### Metal layers overlaid, run 1

Bar = 10 um. Only two layers are drawn.
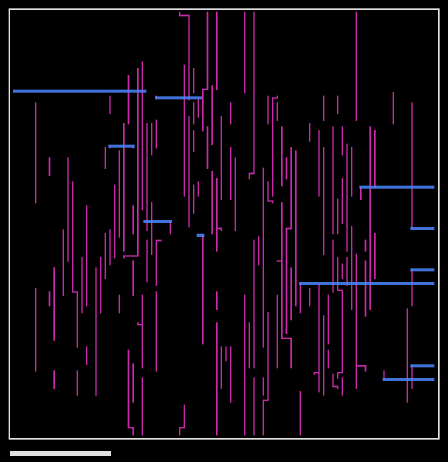
### Clock network drawn from the DEF, run 1

Bar = 10 um.
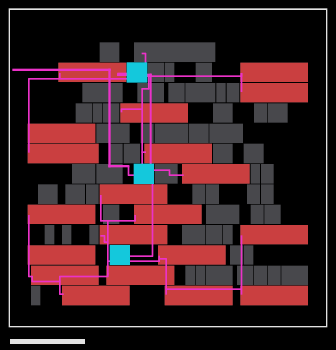
### The clock network, run 1

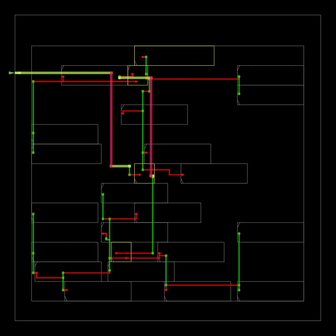
`src/rtl/ctrl_fac_win_gen.sv`:
```
`default_nettype none
// ============================================================================
// Module   : ctrl_fac_win_gen
// Brief    : Frame/window sequencer for the FFT control chain. Runs frames of
//            FRAME_LEN cycles, pulses alert_o at frame start, raises valid_o
//            over a programmable window and counts completed frames.
// Revision : 1.0 - initial release
// ============================================================================
module ctrl_fac_win_gen #(
  parameter int CNT_WIDTH   = 4,
  parameter int FRAME_LEN   = 16,
  parameter int VALID_START = 8,
  parameter int VALID_LEN   = 8,
  parameter int FCNT_WIDTH  = 8
) (
  input  logic                  clk,
  input  logic                  rstn,
  input  logic                  en,
  input  logic                  mode_cont,
  input  logic                  clr,
  output logic                  valid_o,
  output logic                  alert_o,
  output logic                  busy,
  output logic                  frame_done,
  output logic [CNT_WIDTH-1:0]  win_idx,
  output logic [FCNT_WIDTH-1:0] frame_cnt
);

  // Bad parameter sets are rejected at elaboration.
  if (CNT_WIDTH < 1 || CNT_WIDTH > 31) begin : g_bad_cnt_width
    $error("ctrl_fac_win_gen: CNT_WIDTH must be in 1..31");
  end
  if (FRAME_LEN < 2) begin : g_bad_frame_len
    $error("ctrl_fac_win_gen: FRAME_LEN must be >= 2");
  end
  if ((1 << CNT_WIDTH) < FRAME_LEN) begin : g_bad_cnt_range
    $error("ctrl_fac_win_gen: 2**CNT_WIDTH must be >= FRAME_LEN");
  end
  if (VALID_START < 0 || VALID_LEN < 1) begin : g_bad_window
    $error("ctrl_fac_win_gen: VALID_START must be >= 0 and VALID_LEN >= 1");
  end
  if (VALID_START + VALID_LEN > FRAME_LEN) begin : g_bad_window_end
    $error("ctrl_fac_win_gen: window must fit inside the frame");
  end
  if (FCNT_WIDTH < 1) begin : g_bad_fcnt_width
    $error("ctrl_fac_win_gen: FCNT_WIDTH must be >= 1");
  end

  typedef enum logic [0:0] {
    IDLE = 1'b0,
    RUN  = 1'b1
  } state_t;

  localparam logic [CNT_WIDTH-1:0] LAST_CNT = CNT_WIDTH'(FRAME_LEN - 1);
  localparam logic [CNT_WIDTH-1:0] WIN_BASE = CNT_WIDTH'(VALID_START);
  localparam logic [31:0]          WIN_LO   = 32'(VALID_START);
  localparam logic [31:0]          WIN_LEN  = 32'(VALID_LEN);

  state_t                 state;
  state_t                 state_n;
  logic [CNT_WIDTH-1:0]   cnt;
  logic [CNT_WIDTH-1:0]   cnt_n;
  logic                   frame_end;
  logic                   run_n;
  logic [31:0]            cnt_n_ext;
  logic                   in_win_n;
  logic [CNT_WIDTH-1:0]   win_idx_n;

  // Next state / next count; clr overrides everything, including a start.
  always_comb begin
    state_n   = state;
    cnt_n     = cnt;
    frame_end = 1'b0;
    if (clr) begin
      state_n = IDLE;
      cnt_n   = '0;
    end else begin
      case (state)
        IDLE: begin
          cnt_n = '0;
          if (en) begin
            state_n = RUN;
          end
        end
        RUN: begin
          if (cnt == LAST_CNT) begin
            frame_end = 1'b1;
            cnt_n     = '0;
            state_n   = (mode_cont && en) ? RUN : IDLE;
          end else begin
            cnt_n = cnt + 1'b1;
          end
        end
        default: begin
          state_n = IDLE;
          cnt_n   = '0;
        end
      endcase
    end
  end

  // Decode outputs from the next count so the registered values line up
  // with in-frame cycle k. The window test uses an unsigned-wrap range check.
  assign run_n     = (state_n == RUN);
  assign cnt_n_ext = {{(32-CNT_WIDTH){1'b0}}, cnt_n};
  assign in_win_n  = run_n && ((cnt_n_ext - WIN_LO) < WIN_LEN);
  assign win_idx_n = in_win_n ? (cnt_n - WIN_BASE) : '0;

  // State, counter and all outputs are registered here.
  always_ff @(posedge clk or negedge rstn) begin
    if (!rstn) begin
      state      <= IDLE;
      cnt        <= '0;
      busy       <= 1'b0;
      alert_o    <= 1'b0;
      valid_o    <= 1'b0;
      frame_done <= 1'b0;
      win_idx    <= '0;
      frame_cnt  <= '0;
    end else begin
      state      <= state_n;
      cnt        <= cnt_n;
      busy       <= run_n;
      alert_o    <= run_n && (cnt_n == '0);
      valid_o    <= in_win_n;
      frame_done <= run_n && (cnt_n == LAST_CNT);
      win_idx    <= win_idx_n;
      if (clr) begin
        frame_cnt <= '0;
      end else if (frame_end) begin
        frame_cnt <= frame_cnt + 1'b1;
      end
    end
  end

endmodule
`default_nettype wire
```
`config.mk`:
```
export PLATFORM = sky130hd
export DESIGN_NAME = ctrl_fac_win_gen
export DESIGN_NICKNAME = d
export VERILOG_FILES = /design/src/rtl/ctrl_fac_win_gen.sv
export SDC_FILE = /design/constraint.sdc
export NUM_CORES = 1
export LEC_CHECK = 0
export CAP_MARGIN = 20
export CORE_MARGIN = 2
export CORE_UTILIZATION = 59
export CTS_CLUSTER_DIAMETER = 150
export DETAILED_ROUTE_END_ITERATION = 10
export DONT_BUFFER_PORTS = 1
export GPL_ROUTABILITY_DRIVEN = 0
export PLACE_DENSITY = 0.75
export SYNTH_ARGS = -nofsm -noshare
export SYNTH_HDL_FRONTEND = slang
export SYNTH_SLANG_ARGS = --single-unit
```
`constraint.sdc`:
```
create_clock -name clk -period 1.9 [get_ports clk]
set_clock_uncertainty 0.15 [all_clocks]
set_input_delay 0.475 -clock clk [delete_from_list [all_inputs] [get_ports clk]]
set_output_delay 0.475 -clock clk [all_outputs]
set_load 0.005 [all_outputs]
```
==> results.ini, run 1 <==
[pwr]
vdd_ir_drop_max_mv=0.572
power_density_mw_per_mm2=852

[yosys]
flop_cell=dfrtp_1
synth_nets=85
ys_cells=78
yosys.area_share.simple_pct=20.7
ys_seq_share_pct=57.6
yosysUniqueCellTypes=28
synthCells=78
mux_share_pct=2.45
async_flop_share_pct=100
edf_count=0
synth_area_leader_cell=dfrtp_1
ys.flops=20
topCellsByArea=dfrtp_1 (58%), a21oi_1 (3.5%), xor2_1 (3.0%), ha_1 (2.9%), nand3_1 (2.9%)

[final_timing]
setup_viol=0
finalSetupTns_ns=0
fin_ws_ns=0.173
final_hold_viol_count=0
fmax_mhz=579
fin_crit_ns=1.73
slew_headroom_pct=41.2
worst_slew_pin_slew_ns=0.878

[clock_network]
max-clock-path-buffers=2

[outcome]
status=complete, no violations

[place]
io_buffers=0
post-dp-hpwl_um=1050

[floorplanning]
core_area_mm2=0.00133
rows=13
die_x_um=42.4
die_area_mm2=0.00179

[setup_path]
crit_start=cnt[0]
cp.arrival_ns=1.77
cp.required_ns=1.95
cp_max_fo=6
worst_r2r_path_depth=4
r2r_slack_ns=0.17
startpoint_type=register

[routing]
drt-initial-drc-count=5
wirelength_um=1450
drc=0

[cells_and_area]
diodes=0
fin_util_pct=71.5
syn_to_final_growth_pct=9.80
nets=90

[job]
warning_count=26
max-cap-violations=0

[global_route]
grt_pass1_vias=589
grt_overflow=0
grt_max_degree=21

About 'Metal layers overlaid':
legend:
  blue:
    layer: met3
    wire_length: 53.6 um
  magenta:
    layer: met2
    wire_length: 807 um

About 'Clock network drawn from the DEF':
legend:
  magenta:
    item: clock wires
    length: 206 um
  cyan:
    item: cells driving clock nets
    count: 3
  red:
    item: flip-flops
    count: 20
routed clock nets: 4
flops lie: widely spread
Clock group: 0.343 mW
Late-Pin Clk Latency: 0.30 ns
clock group share of total power: 42.3%

About 'The clock network':
CTS sink cnt: 20
Flop Count: 20
CLK BUF: 3
Num CTS Buffers: 3

==> run 1: layout by cell type (no fill, tap or decap), drive strengths merged, types with 2 or more instances in the layout <==
cell    instances
nand3           5
xor2            3
clkbuf          3
nor2            6
nor2b           3
inv             2
a21oi           6
ha              2
or4             2
nand2           3
o31ai           2
o21ai           4
or3             3
and2            2
dfrtp          20
nor3b           2
==> run 1: area by class of cell <==
type	count	area, um2	area share (%)
well taps	15	18.8	1.97
clock buffers	3	22.5	2.36
clock inverters	1	30.0	3.15
inverters	2	7.51	0.787
flip-flops and latches	20	502	52.6
repair buffers	2	17.5	1.84
multi-input cells	54	355	37.3
==> run 1: layer usage <==
layer	global-route usage, %	wire (um)	up-vias
li1	-	-	286
met1	21.1	560	292
met2	34.2	807	13
met3	3.02	53	4
met4	10.6	26	0
met5	0	0	-
==> run 1: sequential cells by signal (all words and copies together) (netlist names) <==
register / flops
state: 1
valid_o: 1
alert_o: 1
win_idx: 4
cnt: 4
frame_cnt: 8
frame_done: 1
==> run 1: power groups by stage <==
stage	Clock, mW	Combinational (mW)	Sequential (mW)
final	0.343	0.0275	0.441
after global routing	0.364	0.0318	0.443
after CTS	0.350	0.0283	0.441
after detailed placement	0	0.0184	0.450
after global placement	0	0.0183	0.449
after floorplan	0	0.0179	0.448
==> run 1: metrics by stage <==
step / std cells / hold WS, ns / power [mW] / area [um2]
after floorplan: 78 / 0.0294 / 0.466 / 868
final: 97 / 0.0667 / 0.812 / 953
after CTS: 97 / 0.0608 / 0.819 / 946
after global routing: 97 / 0.0489 / 0.839 / 953
after detailed placement: 92 / 0.0298 / 0.468 / 883
after global placement: 92 / 0.0298 / 0.467 / 883
==> run 1: worst min path at each step <==
stage                     start      endpoint  slack [ns]  cells past startpoint
after global placement     rstn  frame_cnt[2]        0.03                      0
after global routing        clr  frame_cnt[2]        0.05                      1
after detailed placement   rstn  frame_cnt[2]        0.03                      0
final                       clr  frame_cnt[2]        0.07                      1
after floorplan            rstn       alert_o        0.03                      0
after CTS                   clr  frame_cnt[2]        0.06                      1
==> run 1: cells by family (layout without fill, tap and decap cells) <==
logic type               Yosys count  after routing
AND-OR/OR-AND                     15             15
buffers and inverters              4              8
multiplexers                       2              2
XOR/XNOR                           3              3
flip-flops                        20             20
other                              1              1
AND/OR/NAND/NOR                   31             31
adder cells (fa/ha/maj)            2              2
==> run 1: what timing repair did <==
| action | 4_1_cts | 5_1_grt |
|---|---|---|
| gates resized | 0 | 2 |
| endpoints found under the hold margin | 20 | 0 |
| endpoints found under the setup margin | 0 | 2 |
| hold buffers | 1 | 0 |
### Placement by cell class, run 1

Fill, decap, tap and diode cells in grey.
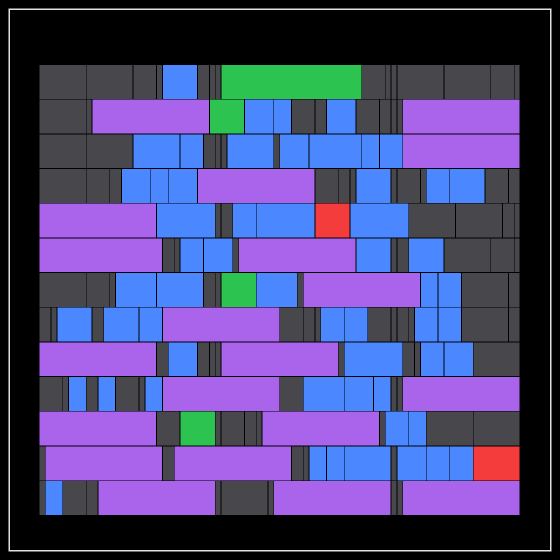

==> inputs of run 2 (changes only) <==
Settings changed: ABC_AREA set to 1.
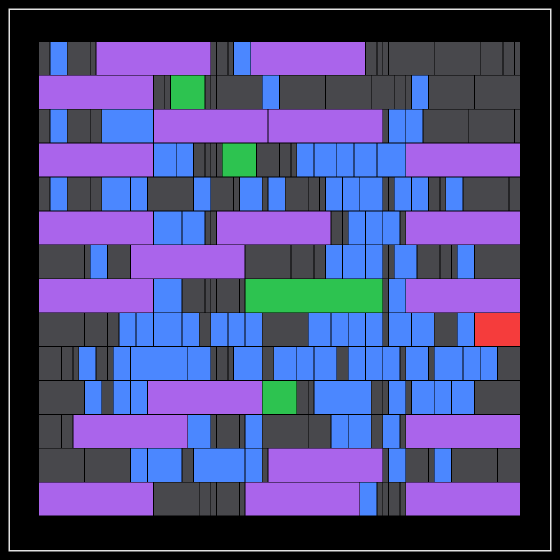
*Placement by cell class, run 2*
Fill, decap, tap and diode cells in grey.
legend:
  red:
    class: other buffers and delay cells
    cells: 1
    share_of_their_area: 1.0%
  blue:
    class: all other logic
    cells: 89
    share_of_their_area: 42%
  green:
    class: clock drivers and dummy loads
    cells: 4
    share_of_their_area: 5.4%
  purple:
    class: flip-flops
    cells: 20
    share_of_their_area: 51%
core outline area: 0.00147 mm2
final core utilization: 67.6%
Seq area share: 50.3%
Design Area, Final: 995 um2

==> run 2 against run 1 <==
- global-route usage up 2.2 points
- sequential cell count unchanged
- clock-buffer cell count unchanged
- utilization down 3.9 points
- critical path depth up 2
- sequential power about the same
- maximum frequency up 20%
- design area up 4.3%
- combinational power up 35%
- critical path type unchanged
- critical endpoint is now frame_cnt[6]
- largest cell class unchanged
==> results.ini, run 2 <==
[setup_path]
startpoint_type=register
worst_r2r_path_depth=6
cp.required_ns=1.96
cp_max_fo=5
cp.arrival_ns=1.50

[final_timing]
worst_slew_pin_slew_ns=0.903
finalSetupTns_ns=0
slew_headroom_pct=39.6

[floorplanning]
die_area_mm2=0.00188

[cells_and_area]
layout_top_cell=nand2_1
diodes=0
nets=122
largest-register=frame_cnt

[place]
placed_cell_area_um2=932

[outcome]
status=complete, no violations

[global_route]
met2_usage_pct=36.7
grt_overflow=0

[yosys]
async_flop_share_pct=100
topCellsByArea=dfrtp_1 (55%), nand2_1 (12%), nand3_1 (6.6%), inv_1 (6.2%), nor2_1 (4.5%)
edf_count=0
flop_cell=dfrtp_1

[routing]
drc=0
drt-initial-drc-count=21

[clock_network]
cts_num_sinks=20

-- run 2: routing by layer --
layer  routed length, um  share of wire, %
met4                  18               1.1
met5                   0                 0
met3                  43               2.6
met2                 937                57
met1                 644                39
-- run 2: worst paths after layout --
path	from	to	slack, ns
worst max-delay path	frame_cnt[1]	frame_cnt[6]	0.46
worst min-delay path	en	state	0.17
worst max register to register	frame_cnt[1]	frame_cnt[6]	0.46
worst min register to register	frame_cnt[7]	frame_cnt[7]	0.42
max in group asynchronous	rstn	cnt[0]	0.47
min in group asynchronous	rstn	frame_cnt[5]	0.58
-- run 2: area by class of cell --
type                       count  share of cell area [%]
clock buffer                   3                    2.26
clock inverter                 1                    3.02
inverter                      18                    6.79
multi-input combinational     71                    34.6
sequential                    20                    50.3
tap                           16                    2.01
timing repair buffer           1                    1.01
-- run 2: per-stage QoR --
stage,total power [mW],std cells,hold WS (ns)
2_1_floorplan,0.470,109,0.0294
3_3_place_gp,0.476,125,0.0298
3_5_place_dp,0.477,125,0.0298
4_1_cts,0.834,130,0.166
5_1_grt,0.863,130,0.163
6_report,0.826,130,0.173
-- run 2: worst register-to-register path, stage by stage, from the launching register on --
cell,delay (ns)
dfrtp_1,0.44
ha_1,0.19
nand2_1,0.07
nor2_1,0.22
nand3_1,0.12
nand4_1,0.11
nand2_1,0.06
-- run 2: power by group through the flow --
stage | combinational [mW] | clock (mW) | sequential, mW
2_1_floorplan | 0.0231 | 0 | 0.447
3_3_place_gp | 0.0275 | 0 | 0.449
3_5_place_dp | 0.0281 | 0 | 0.449
4_1_cts | 0.0381 | 0.355 | 0.441
5_1_grt | 0.0442 | 0.377 | 0.442
6_report | 0.0370 | 0.348 | 0.440
-- run 2: cells by family after synthesis --
kind of cell               Yosys count
and+or+nand+nor                     62
DFF                                 20
buffers and inverters               18
AOI/OAI and AO/OA                    6
adders and majority gates            2
other                                1
-- run 2: timing repair --
item                       in CTS  in global routing
hold endpoints to repair       20                  0
hold buffers                    1                  0
setup endpoints to repair       0                  0
### Clock network drawn from the DEF, run 2

Bar = 10 um.
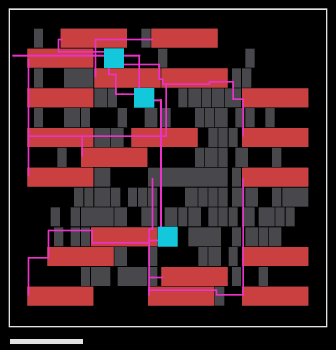

==> inputs of run 3 (changes only) <==
Settings changed: CORE_UTILIZATION 59 to 53, PLACE_DENSITY 0.75 to 0.71.
Clock period 1.9 ns to 1.2 ns, I/O delays scaled along.
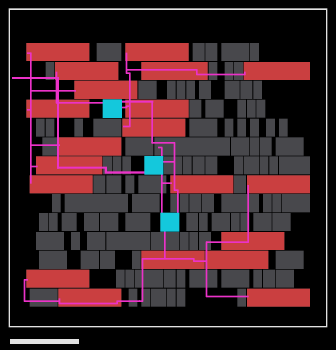
*Clock network drawn from the DEF, run 3*
Bar = 10 um.
legend:
  cyan:
    item: cells driving clock nets
    count: 3
  red:
    item: flip-flops
    count: 20
  magenta:
    item: clock wires
    length: 228 um
flops lie: widely spread

==> run 3 against run 2 <==
- the run now ends with negative setup slack left
- global-route usage grew 0.84 points
- utilization grew 13 points
- sequential share of layout area decreased by 10 points
- area after synthesis did not move
- via count rose by 14%
- maximum frequency grew 4.8%
- routed wire length up 25%
- critical path depth unchanged
- sequential power up 59%
- clock power increased by 56%
- design area increased by 26%
- power increased by 62%
- largest power group unchanged
==> results.ini, run 3 <==
[final_timing]
fin_crit_ns=1.37
fin_ws_ns=-0.173
final_hold_viol_count=0
worst_slew_pin_slew_ns=0.881
setup_viol=22
hold-worst-slack_ns=0.0190
fmax_mhz=728

[outcome]
failed_checks=negative setup slack
status=finished with violations

[setup_path]
cp.required_ns=1.26
cp_max_fo=10
startpoint_type=register
r2r_slack_ns=-0.17
cp.arrival_ns=1.43

[floorplanning]
die_area_mm2=0.00207
core_area_mm2=0.00156
die_x_um=45.5

[global_route]
grt_overflow=0
grt_pass1_vias=780

[routing]
drc=0
drt-initial-drc-count=14

[yosys]
ys_cells=109
ys_seq_share_pct=54.9
flop_cell=dfrtp_1
edf_count=0
synthCells=109
mux_share_pct=0
yosys.area_share.simple_pct=31.3
yosysUniqueCellTypes=16

[clock_network]
max-clock-path-buffers=2
numCtsBuffers=3
cts_num_sinks=20

[cells_and_area]
final_cell_mix=nand2_1 (24), dfrtp_1 (17), inv_1 (12)
syn_to_final_growth_pct=37.6
fin_cells=149
nets=141
final-comb-area_um2=422
largest-register=frame_cnt
diodes=0

[pwr]
p_total_mw=1.34

[job]
warning_count=29
max-cap-violations=0

[place]
io_buffers=0
place_inst=136

[run 3: what timing repair did]
item / in CTS / in global routing
buffers inserted: 4 / 4
resized: 13 / 19
setup endpoints to repair: 22 / 47
pin swaps: 5 / 8
hold endpoints to repair: 20 / 0
hold buffers: 1 / 0
[run 3: cell families after synthesis]
| kind of cell | Yosys count |
|---|---|
| AND/OR/NAND/NOR | 62 |
| flip-flops | 20 |
| adder cells (fa/ha/maj) | 2 |
| other | 1 |
| AND-OR/OR-AND | 6 |
| buffers and inverters | 18 |
[run 3: routing by layer]
layer  wire length, um  global-route usage [%]  vias up
met1               795                    24.6      385
met3                70                    4.76        4
met2              1160                    41.1       14
met4                32                    7.06        0
met5                 0                       0        -
li1                  -                       -      394
[run 3: layout make-up]
cell class,instances,share of cell area (%)
clock buffers,3,1.79
inverters,18,5.38
flip-flops and latches,20,40.2
clock inverters,1,2.39
multi-input cells,71,33.6
repair buffers,20,15.1
well taps,16,1.60
[run 3: worst paths after layout]
check | start | to | cells after the start
min reg2reg | frame_cnt[6] | frame_cnt[6] | 2
min in group clk | en | state | 2
max | cnt[0] | frame_cnt[3] | 6
max in group asynchronous | rstn | cnt[2] | 1
max reg2reg | cnt[0] | frame_cnt[3] | 6
min | rstn | frame_cnt[7] | 1
[run 3: power by group]
group          internal, mW  switching (mW)  total [mW]
combinational        0.0424          0.0580       0.100
sequential            0.686          0.0115       0.698
clock                 0.337           0.204       0.542
total                  1.07           0.274        1.34
[run 3: worst reg2reg max path, delay by kind of cell, from the launching register on]
family / cells / cell delay, ns
and+or+nand+nor: 4 / 0.37
adders and majority gates: 1 / 0.16
DFF: 1 / 0.41
buffers and inverters: 1 / 0.19
[run 3: metrics by stage]
stage | TNS, ns | util (%) | setup slack, ns
final | -2.47 | 80.5 | -0.173
after global routing | -3.90 | 80.5 | -0.268
after CTS | -4.35 | 73.8 | -0.168
after detailed placement | -1.14 | 65.4 | -0.133
after global placement | -0.769 | 65.4 | -0.0926
after floorplan | -0.289 | - | -0.0615

==> notes/layouts.md <==
Pictures saved along the way, in no particular order.

Where the registers sit.
Bar = 10 um. Other sequential cells in the stronger grey, the rest of the logic in the fainter grey.
image #1
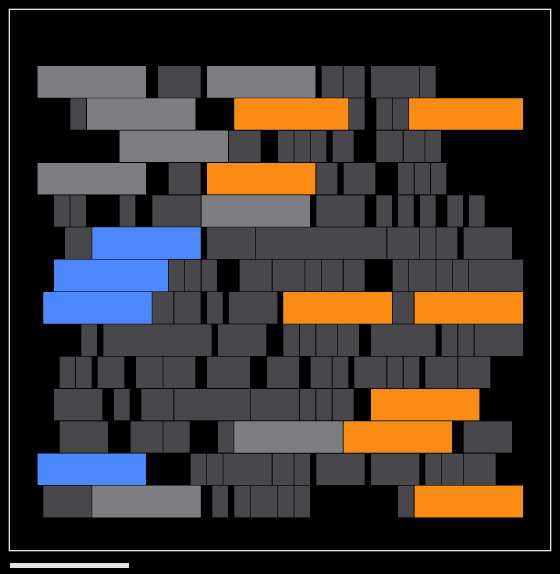
image #2
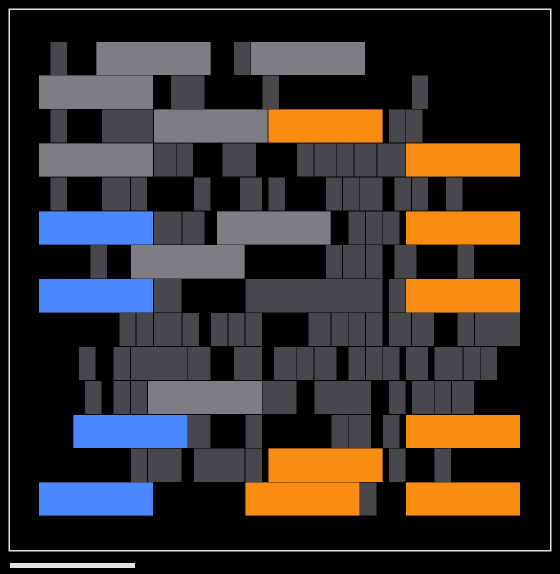
image #3
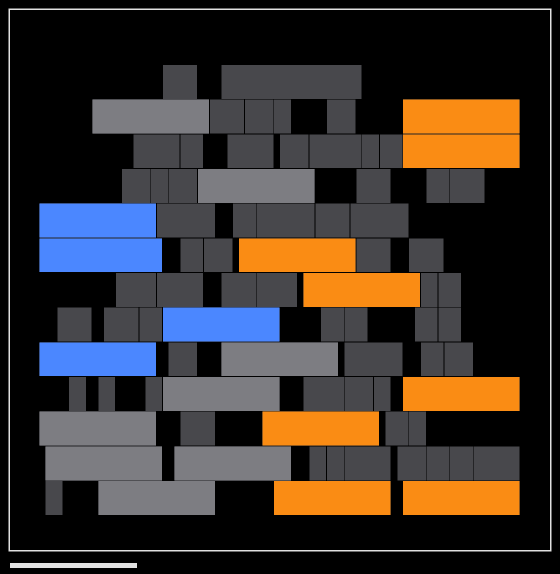
image #2: run 2
image #3: run 1
image #1: run 3
Of these, fewest cells: image #3

Key to image #3:
legend:
  orange:
    netlist_name: frame_cnt
    placed_flops: 8
  blue:
    netlist_name: cnt
    placed_flops: 4
    where: middle left
not coloured: 8

No activity file was given, so power comes from the tool's default toggle rates.
